File: config.mk
export PLATFORM = sky130hd
export DESIGN_NAME = alu_arbiter
export DESIGN_NICKNAME = d
export VERILOG_FILES = /design/src/rtl/alu_arbiter.sv
export SDC_FILE = /design/constraint.sdc
export NUM_CORES = 1
export LEC_CHECK = 0
export ABC_AREA = 0
export CAP_MARGIN = 10
export CELL_PAD_IN_SITES_DETAIL_PLACEMENT = 1
export CELL_PAD_IN_SITES_GLOBAL_PLACEMENT = 1
export CORE_MARGIN = 2
export CORE_UTILIZATION = 26
export CTS_CLUSTER_DIAMETER = 200
export CTS_CLUSTER_SIZE = 8
export DETAILED_ROUTE_END_ITERATION = 12
export PLACE_DENSITY = 0.87
export SLEW_MARGIN = 10
export SYNTH_ARGS = -nofsm -noshare
export SYNTH_HDL_FRONTEND = slang
export SYNTH_SLANG_ARGS = --single-unit
export TNS_END_PERCENT = 30
File: constraint.sdc
create_clock -name clk_i -period 2.15 [get_ports clk_i]
set_clock_uncertainty 0.15 [all_clocks]
set_input_delay 0.43 -clock clk_i [delete_from_list [all_inputs] [get_ports clk_i]]
set_output_delay 0.43 -clock clk_i [all_outputs]
set_load 0.01 [all_outputs]
File: src/rtl/alu_arbiter.sv
// ============================================================================
// Module   : alu_arbiter
// Brief    : Round-robin two-client arbiter/sequencer for the shared ALU.
// Revision : 1.0 - initial release
// ============================================================================
`default_nettype none

module alu_arbiter #(
    parameter int WIDTH = 32
) (
    input  logic             clk_i,
    input  logic             reset_i,
    input  logic [1:0]       req_valid_i,
    output logic [1:0]       req_ready_o,
    input  logic [WIDTH-1:0] req_a0_i,
    input  logic [WIDTH-1:0] req_b0_i,
    input  logic [3:0]       req_op0_i,
    input  logic [WIDTH-1:0] req_a1_i,
    input  logic [WIDTH-1:0] req_b1_i,
    input  logic [3:0]       req_op1_i,
    output logic [WIDTH-1:0] alu_a_o,
    output logic [WIDTH-1:0] alu_b_o,
    output logic [3:0]       alu_op_o,
    input  logic [WIDTH-1:0] alu_result_i,
    input  logic             alu_zero_i,
    output logic             rsp_valid_o,
    input  logic             rsp_ready_i,
    output logic             rsp_id_o,
    output logic [WIDTH-1:0] rsp_result_o,
    output logic             rsp_zero_o,
    output logic             rsp_err_o
);

    localparam logic [3:0] c_OP_ADD = 4'b1001;
    localparam logic [3:0] c_OP_SUB = 4'b1010;
    localparam logic [3:0] c_OP_AND = 4'b1011;
    localparam logic [3:0] c_OP_OR  = 4'b1100;

    typedef enum logic [1:0] {
        S_IDLE = 2'd0,
        S_EXEC = 2'd1,
        S_RESP = 2'd2
    } state_t;

    state_t             state_q, state_d;
    logic               prio_q, prio_d;
    logic [WIDTH-1:0]   opa_q, opa_d;
    logic [WIDTH-1:0]   opb_q, opb_d;
    logic [3:0]         op_q, op_d;
    logic               id_q, id_d;
    logic [WIDTH-1:0]   res_q, res_d;
    logic               zero_q, zero_d;
    logic               err_q, err_d;
    logic               grant;
    logic               op_supported;

    assign op_supported = (op_q == c_OP_ADD) || (op_q == c_OP_SUB) ||
                          (op_q == c_OP_AND) || (op_q == c_OP_OR);

    always_comb begin
        state_d     = state_q;
        prio_d      = prio_q;
        opa_d       = opa_q;
        opb_d       = opb_q;
        op_d        = op_q;
        id_d        = id_q;
        res_d       = res_q;
        zero_d      = zero_q;
        err_d       = err_q;
        grant       = prio_q;
        req_ready_o = 2'b00;
        alu_a_o     = '0;
        alu_b_o     = '0;
        alu_op_o    = 4'b0000;

        case (state_q)
            S_IDLE: begin
                if (req_valid_i == 2'b01) begin
                    grant = 1'b0;
                end else if (req_valid_i == 2'b10) begin
                    grant = 1'b1;
                end
                if (|req_valid_i && !reset_i) begin
                    req_ready_o = grant ? 2'b10 : 2'b01;
                    opa_d       = grant ? req_a1_i  : req_a0_i;
                    opb_d       = grant ? req_b1_i  : req_b0_i;
                    op_d        = grant ? req_op1_i : req_op0_i;
                    id_d        = grant;
                    state_d     = S_EXEC;
                end
            end
            S_EXEC: begin
                if (!reset_i) begin
                    alu_a_o  = opa_q;
                    alu_b_o  = opb_q;
                    alu_op_o = op_q;
                end
                // Unsupported codes force a fixed, ALU-independent response.
                res_d   = op_supported ? alu_result_i : '0;
                zero_d  = op_supported ? alu_zero_i   : 1'b1;
                err_d   = !op_supported;
                state_d = S_RESP;
            end
            S_RESP: begin
                if (rsp_ready_i) begin
                    prio_d  = ~id_q;
                    state_d = S_IDLE;
                end
            end
            default: state_d = S_IDLE;
        endcase
    end

    always_ff @(posedge clk_i) begin
        if (reset_i) begin
            state_q <= S_IDLE;
            prio_q  <= 1'b0;
            opa_q   <= '0;
            opb_q   <= '0;
            op_q    <= 4'b0000;
            id_q    <= 1'b0;
            res_q   <= '0;
            zero_q  <= 1'b0;
            err_q   <= 1'b0;
        end else begin
            state_q <= state_d;
            prio_q  <= prio_d;
            opa_q   <= opa_d;
            opb_q   <= opb_d;
            op_q    <= op_d;
            id_q    <= id_d;
            res_q   <= res_d;
            zero_q  <= zero_d;
            err_q   <= err_d;
        end
    end

    assign rsp_valid_o  = (state_q == S_RESP);
    assign rsp_id_o     = id_q;
    assign rsp_result_o = res_q;
    assign rsp_zero_o   = zero_q;
    assign rsp_err_o    = err_q;

endmodule

`default_nettype wire

==> impl_metrics.csv, run 1 <==
group,metric,value,unit
status,status,"finished, violations left",
status,violations,"setup timing",
synthesis,ys_sh_simple,0.2628,
synthesis,numSynthFlops,106,
detailed_routing,drt_iter0_drc,180,
global_route,grt_max_degree,69,
detailed_routing,postRouteAntennaNets,0,
critical_path,end_kind,"output pin",
placement,place_ws,-0.7149,ns
job,drv_cap,0,
floorplan,fp_util,0.2667,
job,warning_count,28,
final_layout,final_cells,999,
hold_path,whs_path_depth,1,
final_layout,design_area,8233,um2
sta,worstMarginPinSlew,0.7794,ns
critical_path,r2r-end,"rsp_result_o[0]",
global_route,grt_util_all_layers,0.2004,
global_route,antenna_found_initial,1,
critical_path,start_kind,"flop",
final_layout,lay_top_cells,"206 x clkdlybuf4s50_1, 104 x dfxtp_1, 69 x nand2_1",
global_route,top_usage_layer,"met2",
placement,hpwl,13.17,mm
synthesis,aoi_share,0.2189,
pwr,combinationalPowerShare,0.219,
critical_path,arrival,1.65,ns
clock_network,htree_levels,3,
floorplan,dieArea,18820,um2
final_layout,area_growth,78.46,%
pwr,switchingPower,1319,uW
pwr,swShare,0.2721,
floorplan,die_h,137.2,um
final_layout,layout_top_cell,"clkdlybuf4s50_1",
floorplan,core-area,17300,um2
synthesis,syn_area_per_cell,9.301,um2
pwr,ir_worst_vdd,0.3542,mV
final_layout,layout-drive-gt1-share,0.2342,
critical_path,reg2reg_from,"state_q[1]",
sta,rsz0062_at_grt,"true",
pwr,seqPwrFrac,0.455,
clock_network,cts_buffers,9,
hold_path,min_to,"rsp_result_o[23]",
detailed_routing,vias_per_cell,4.994,
sta,fin_ws,-0.08209,ns
detailed_routing,drtPass1Iterations,4,
synthesis,fp_nets,670,
floorplan,io_pins,280,
floorplan,rows,48,
detailed_routing,route.met3.wl,1.419,mm
pwr,internal_power,3528,uW
sta,max_freq,448.0,MHz
synthesis,yosys_cells,496,
placement,io_buffer_count,279,
hold_path,hold_start,"rsp_result_o[23]",
sta,tns,-3.845,ns
critical_path,timing.reg2reg.setup_slack,0.17,ns
synthesis,ys_warn_count,0,
final_layout,finalNetCount,942,
detailed_routing,top_layer_used,"met4",
sta,finalSetupViolations,68,
sta,holdWs,0.3258,ns
global_route,met3_usage,0.04893,
sta,maxSlewHeadroom,0.4804,
sta,finalMaxSlewViolations,0,
clock_network,ctsLongestPathBuffers,2,
synthesis,synth_cell_types,28,
detailed_routing,drc,0,
clock_network,clkLatencyLatePin,0.34,ns
clock_network,cts_hold_buf,0,
critical_path,critPathCapture,"alu_a_o[27]",
==> run 1: stage by stage <==
stage               power, uW    util
finish                   4847  0.4760
global route             5079  0.4758
CTS                      4889  0.4679
detailed placement       3217  0.4441
global placement         3194  0.4441
floorplan                2636       -
==> run 1: worst max-delay path, stage by stage (launching register included) <==
cell and delay (ns):
dfxtp_2 0.34, buf_6 0.12, nor3b_4 0.18, buf_6 0.14
buf_12 0.14, clkbuf_16 0.15, and2_4 0.14, buf_6 0.09
==> run 1: state kept, by name, summed over array words and instances, names as in the netlist <==
name and count:
state_q 2, rsp_result_o 32, rsp_err_o 1, op_q 4, opb_q 32, rsp_id_o 1
prio_q 1, rsp_zero_o 1, opa_q 32
==> run 1: cell usage after synthesis <==
cell and count:
dfxtp_1 106, and2_1 69, nand2_1 69, a221o_1 68
nor3_1 59, clkbuf_1 34, a22o_1 32, buf_2 12
nor3_2 10, nor2_1 6, buf_6 4, nor2b_1 3
a211oi_1 2, a21oi_1 2, and3_1 2, buf_1 2
buf_4 2, nand2b_1 2, nor3b_2 2, or3_1 2
a21oi_2 1, and4_1 1, inv_1 1, mux2i_1 1
nand3b_1 1, o21ai_0 1, o21ba_2 1, or2_2 1
==> run 1: final cells by class <==
class	count	area, um2
antenna	1	2.502
clock buffer	11	232.7
clock inverter	5	37.54
fill	1964	9064
inverter	1	3.754
multi-input combinational	335	2362
sequential	106	2125
tap	225	281.5
timing repair buffer	315	3188
==> run 1: power groups by stage <==
stage / clock network, uW / logic (uW) / registers (uW)
3_3_place_gp: 0 / 952 / 2240
6_report: 1580 / 1060 / 2210
3_5_place_dp: 0 / 975 / 2240
4_1_cts: 1630 / 1060 / 2200
5_1_grt: 1710 / 1140 / 2230
2_1_floorplan: 0 / 423 / 2210
run_1/met1.png
Cells faint in the background.
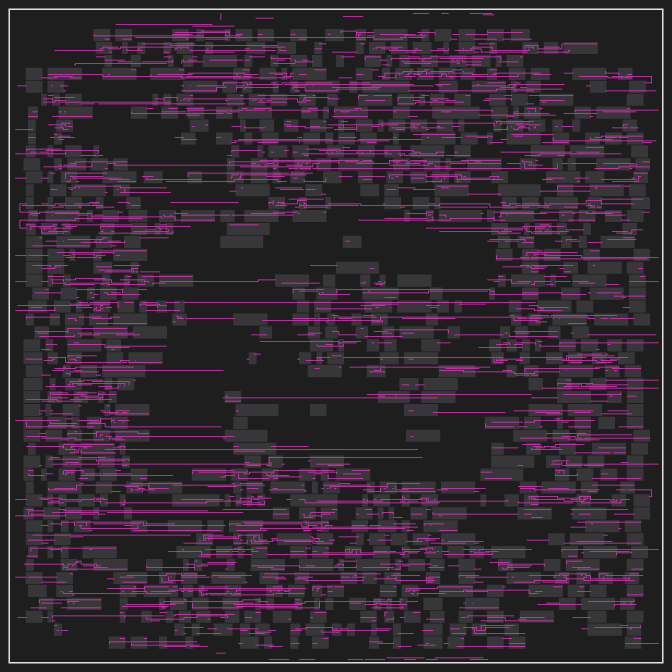
main direction: horizontal
wire length on this layer: 8280 um
longest straight run: 74.1 um
nets with wire on the layer: 817
share of all routed wire: 42%

run_1/met2.png
The bar under the picture is 50 um long.
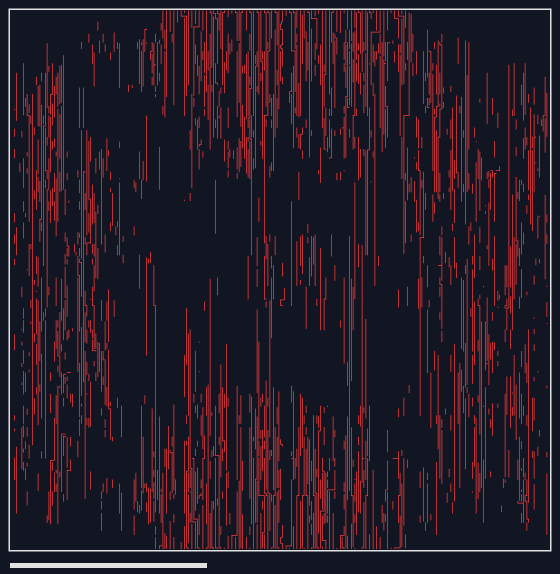
share of all routed wire: 50%
main direction: vertical
nets with wire on the layer: 842
Post-Route WL: 19.79 mm
via count: 4989
met2 Usage GRT: 0.3516

run_1/met3.png
The bar under the picture is 50 um long.
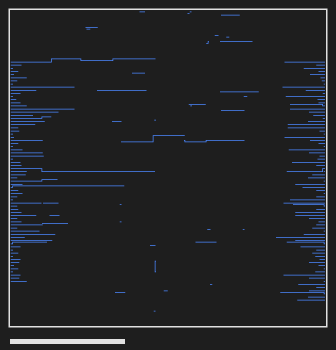
nets with wire on the layer: 169
main direction: horizontal

run_1/final_clocks.png
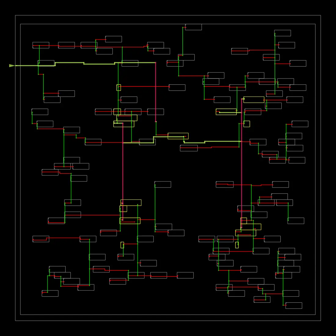

==> run 2, diff against run 1 <==
--- a/config.mk
+++ b/config.mk
@@ -6,6 +6,7 @@
 export NUM_CORES = 1
 export LEC_CHECK = 0
 export ABC_AREA = 0
+export ABC_CLOCK_PERIOD_IN_PS = 2150
 export CAP_MARGIN = 10
 export CELL_PAD_IN_SITES_DETAIL_PLACEMENT = 1
 export CELL_PAD_IN_SITES_GLOBAL_PLACEMENT = 1
@@ -19,4 +20,4 @@
 export SYNTH_ARGS = -nofsm -noshare
 export SYNTH_HDL_FRONTEND = slang
 export SYNTH_SLANG_ARGS = --single-unit
-export TNS_END_PERCENT = 30
+export TNS_END_PERCENT = 1
run_2/final_clocks.png
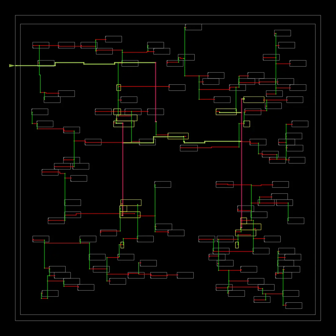
clk_lat worst skew: 0.34 ns
Flops: 106
clock buf count: 11

run_2/met2.png
The bar under the picture is 50 um long.
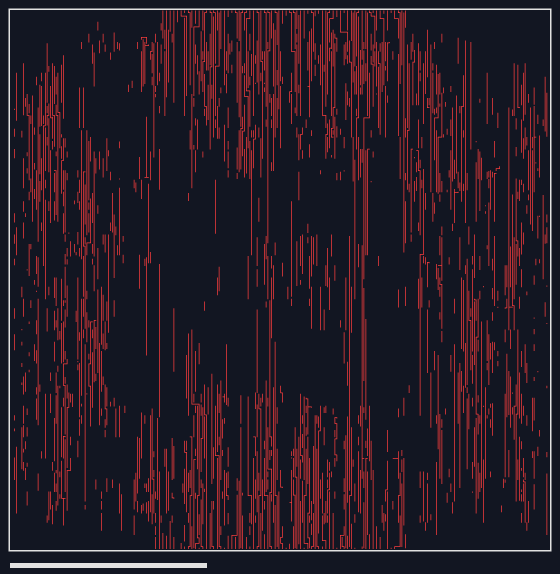
nets with wire on the layer: 833
share of all routed wire: 49%
wire length on this layer: 9620 um
longest straight run: 64.6 um
main direction: vertical
met2 Usage GRT: 0.3455
via count: 4951
Post-Route WL: 19.64 mm

==> run 2 against run 1 <==
  * Largest cell class unchanged
  * Utilization fell by 0.62 points
  * The run still ends with setup timing left
  * Clock-buffer cell count did not move
  * Sequential power barely moved
  * Global-route usage fell by 0.16 points
  * First-iteration DRC count rose by 16%
==> impl_metrics.csv, run 2 <==
group,metric,value,unit
status,status,"finished, violations left",
status,violations,"setup timing",
critical_path,crit_type,"reg2out",
final_layout,diodes,1,
critical_path,cp_cell_sequence,"buf_6, nor3b_4, buf_6, buf_12, buf_12, and2_4, buf_6",
sta,holdWs,0.3258,ns
synthesis,netlist.area_leader.share,0.4600,
final_layout,n_all_inverters,1,
detailed_routing,top_layer_used,"met4",
sta,maxSlewHeadroom,0.4925,
critical_path,start_kind,"flop",
pwr,switchingPower,1305,uW
synthesis,fp_nets,670,
detailed_routing,drtPass1Iterations,4,
synthesis,ff_type,"dfxtp_1",
clock_network,ctsLongestPathBuffers,2,
placement,io_buffer_count,279,
final_layout,layout_top_cell,"clkdlybuf4s50_1",
pwr,combinationalPowerShare,0.216,
final_layout,final_cells,996,
floorplan,core-area,17300,um2
sta,max_freq,447.9,MHz
synthesis,edf_count,0,
clock_network,clkTransAtPathRegs,0.07,ns
detailed_routing,postRouteAntennaNets,0,
global_route,grt_max_degree,69,
sta,finalHoldViolCount,0,
critical_path,reg2reg_from,"state_q[1]",
pwr,internal_power,3513,uW
final_layout,comb_share,0.2881,
global_route,grt_pass1_vias,5025,
final_layout,n_all_buffers,312,
hold_path,min_to,"rsp_result_o[27]",
final_layout,layout-drive-gt1-share,0.2221,
sta,finalMaxSlewViolations,0,
final_layout,postLayoutCoreUtil,0.4698,
placement,place_area,7681,um2
global_route,use_met1,0.2490,
detailed_routing,wire_per_inst,19.72,um
sta,finalCritPeriodShare,1.038,
sta,worstMarginPinSlew,0.7612,ns
critical_path,timing.reg2reg.setup_slack,0.21,ns
global_route,grt_remaining_overflow,0,
synthesis,yosysSeqAreaShare,0.4600,
sta,tns,-4.174,ns
synthesis,ys_warn_count,0,
synthesis,yosys_cells,496,
hold_path,min_path_type,"reg2reg",
job,warning_count,28,
floorplan,die_h,137.2,um
global_route,grt_pass1_wl,28.74,mm
critical_path,cpPeakStageDelay,0.34,ns
synthesis,syn_inst,496,
critical_path,required,1.57,ns
critical_path,r2r-end,"opb_q[21]",
placement,hpwl,13.17,mm
synthesis,synth_area_leader_cell,"dfxtp_1",
detailed_routing,met2_wirelength,9.614,mm
clock_network,cts_buffers,9,
clock_network,cts_hold_buf,0,
global_route,antenna_found_initial,1,
clock_network,cts_tree,"yes",
floorplan,dieArea,18820,um2
final_layout,lay_top_cells,"206 x clkdlybuf4s50_1, 104 x dfxtp_1, 69 x nand2_1",
critical_path,path_delay_family,"buffers and inverters",
final_layout,area_growth,76.13,%
final_layout,clkCellAreaFrac,0.03326,
synthesis,synth_top_cell_by_count,"dfxtp_1",
floorplan,nWellTaps,225,
sta,fin_ws,-0.08273,ns
final_layout,final-seq-area,2125,um2
sta,min_period,2.233,ns
critical_path,reg2regPathDepth,7,
pwr,seqPwrFrac,0.458,
pwr,report.power.total,4818,uW
floorplan,fp_util,0.2667,
detailed_routing,drt_iter0_drc,208,
clock_network,htree_levels,3,
detailed_routing,route.met3.wl,1.347,mm
critical_path,end_kind,"output pin",
synthesis,syn_area_per_cell,9.301,um2
hold_path,whs_path_depth,1,
sta,finalSetupViolations,69,
floorplan,die_w,137.2,um
detailed_routing,drc,0,
job,drv_cap,0,
critical_path,arrival,1.65,ns
synthesis,common_cells,"106 x dfxtp_1, 69 x and2_1, 69 x nand2_1",
synthesis,area_leaders,"dfxtp_1 46%, a221o_1 15%, and2_1 9.4%",
clock_network,clock-root-buffer,"clkbuf_16",
placement,gp_congestion,0.7402,
floorplan,rows,48,
detailed_routing,drt-met1-wl,8.367,mm
critical_path,cp_common_cell,"buf_6",
final_layout,buffer_area_frac,0.3817,
synthesis,numSynthFlops,106,
pwr,power.share.clock,0.326,
global_route,grt_util_all_layers,0.1988,
final_layout,logic_gates,335,
critical_path,path_buffers,5,
critical_path,critPathMaxFanout,8,
pwr,swShare,0.2709,
synthesis,netlist_area,4613,um2
detailed_routing,vias_per_cell,4.971,
sta,rsz0062_at_grt,"true",
pwr,powerDensity,593.0,nW/um2
hold_path,hold_start,"rsp_result_o[27]",
synthesis,synth_cell_types,28,
pwr,p_leak,0.003303,uW
placement,placedCellCount,968,
floorplan,io_pins,280,
synthesis,async_flop_share,0,
placement,place_ws,-0.7149,ns
critical_path,critPathSlowestCell,"dfxtp_2",
synthesis,yosysChipArea,4613,um2
final_layout,fillers,1969,
pwr,ir_worst_vdd,0.3480,mV
global_route,top_usage_layer,"met2",
final_layout,design_area,8125,um2
final_layout,seq-cell-share,0.2615,
clock_network,clock-sinks,106,
final_layout,logic_area,2341,um2
global_route,met3_usage,0.04709,
final_layout,dominant_cells,"non-clock buffers",
final_layout,finalNetCount,939,
==> run 2: power by group through the flow <==
| stage | clock, uW | sequential, uW | combinational (uW) |
|---|---|---|---|
| 2_1_floorplan | 0 | 2210 | 423 |
| 3_3_place_gp | 0 | 2240 | 952 |
| 3_5_place_dp | 0 | 2240 | 975 |
| 4_1_cts | 1630 | 2200 | 1030 |
| 5_1_grt | 1710 | 2220 | 1120 |
| 6_report | 1570 | 2210 | 1040 |
==> run 2: worst max-delay path by stage <==
| stage | cells past startpoint | slack [ns] | from | endpoint |
|---|---|---|---|---|
| 6_report | 7 | -0.08 | state_q[1] | alu_b_o[20] |
| 3_5_place_dp | 4 | -0.71 | reset_i | req_ready_o[1] |
| 3_3_place_gp | 4 | -0.69 | reset_i | req_ready_o[1] |
| 2_1_floorplan | 5 | 0.09 | reset_i | alu_a_o[22] |
| 4_1_cts | 8 | -0.16 | state_q[1] | alu_b_o[22] |
| 5_1_grt | 7 | -0.17 | state_q[1] | alu_b_o[29] |
==> run 2: logic make-up (layout without fill, tap and decap cells) <==
kind of cell	count (synthesis)	after routing	share of synthesized area
compound gates	107	107	0.2189
simple gates	227	227	0.2628
mux	1	1	0.002170
buf+inv	55	329	0.05614
flops	106	106	0.4600
other cells	0	1	0
==> run 2: what timing repair did <==
action | CTS | global route
gates cloned | 5 | 2
pin swaps | 9 | 17
gates resized | 310 | 56
setup buffers | 8 | 0
endpoints found under the setup margin | 139 | 76
==> run 2: worst register-to-register path, stage by stage (launching register included) <==
cell	delay, ns
dfxtp_2	0.34
buf_6	0.12
buf_4	0.13
nor3_2	0.18
and3_2	0.21
buf_4	0.11
buf_4	0.39
a221o_1	0.26
Power figures rest on the tool's default switching activity, not on a simulated workload.
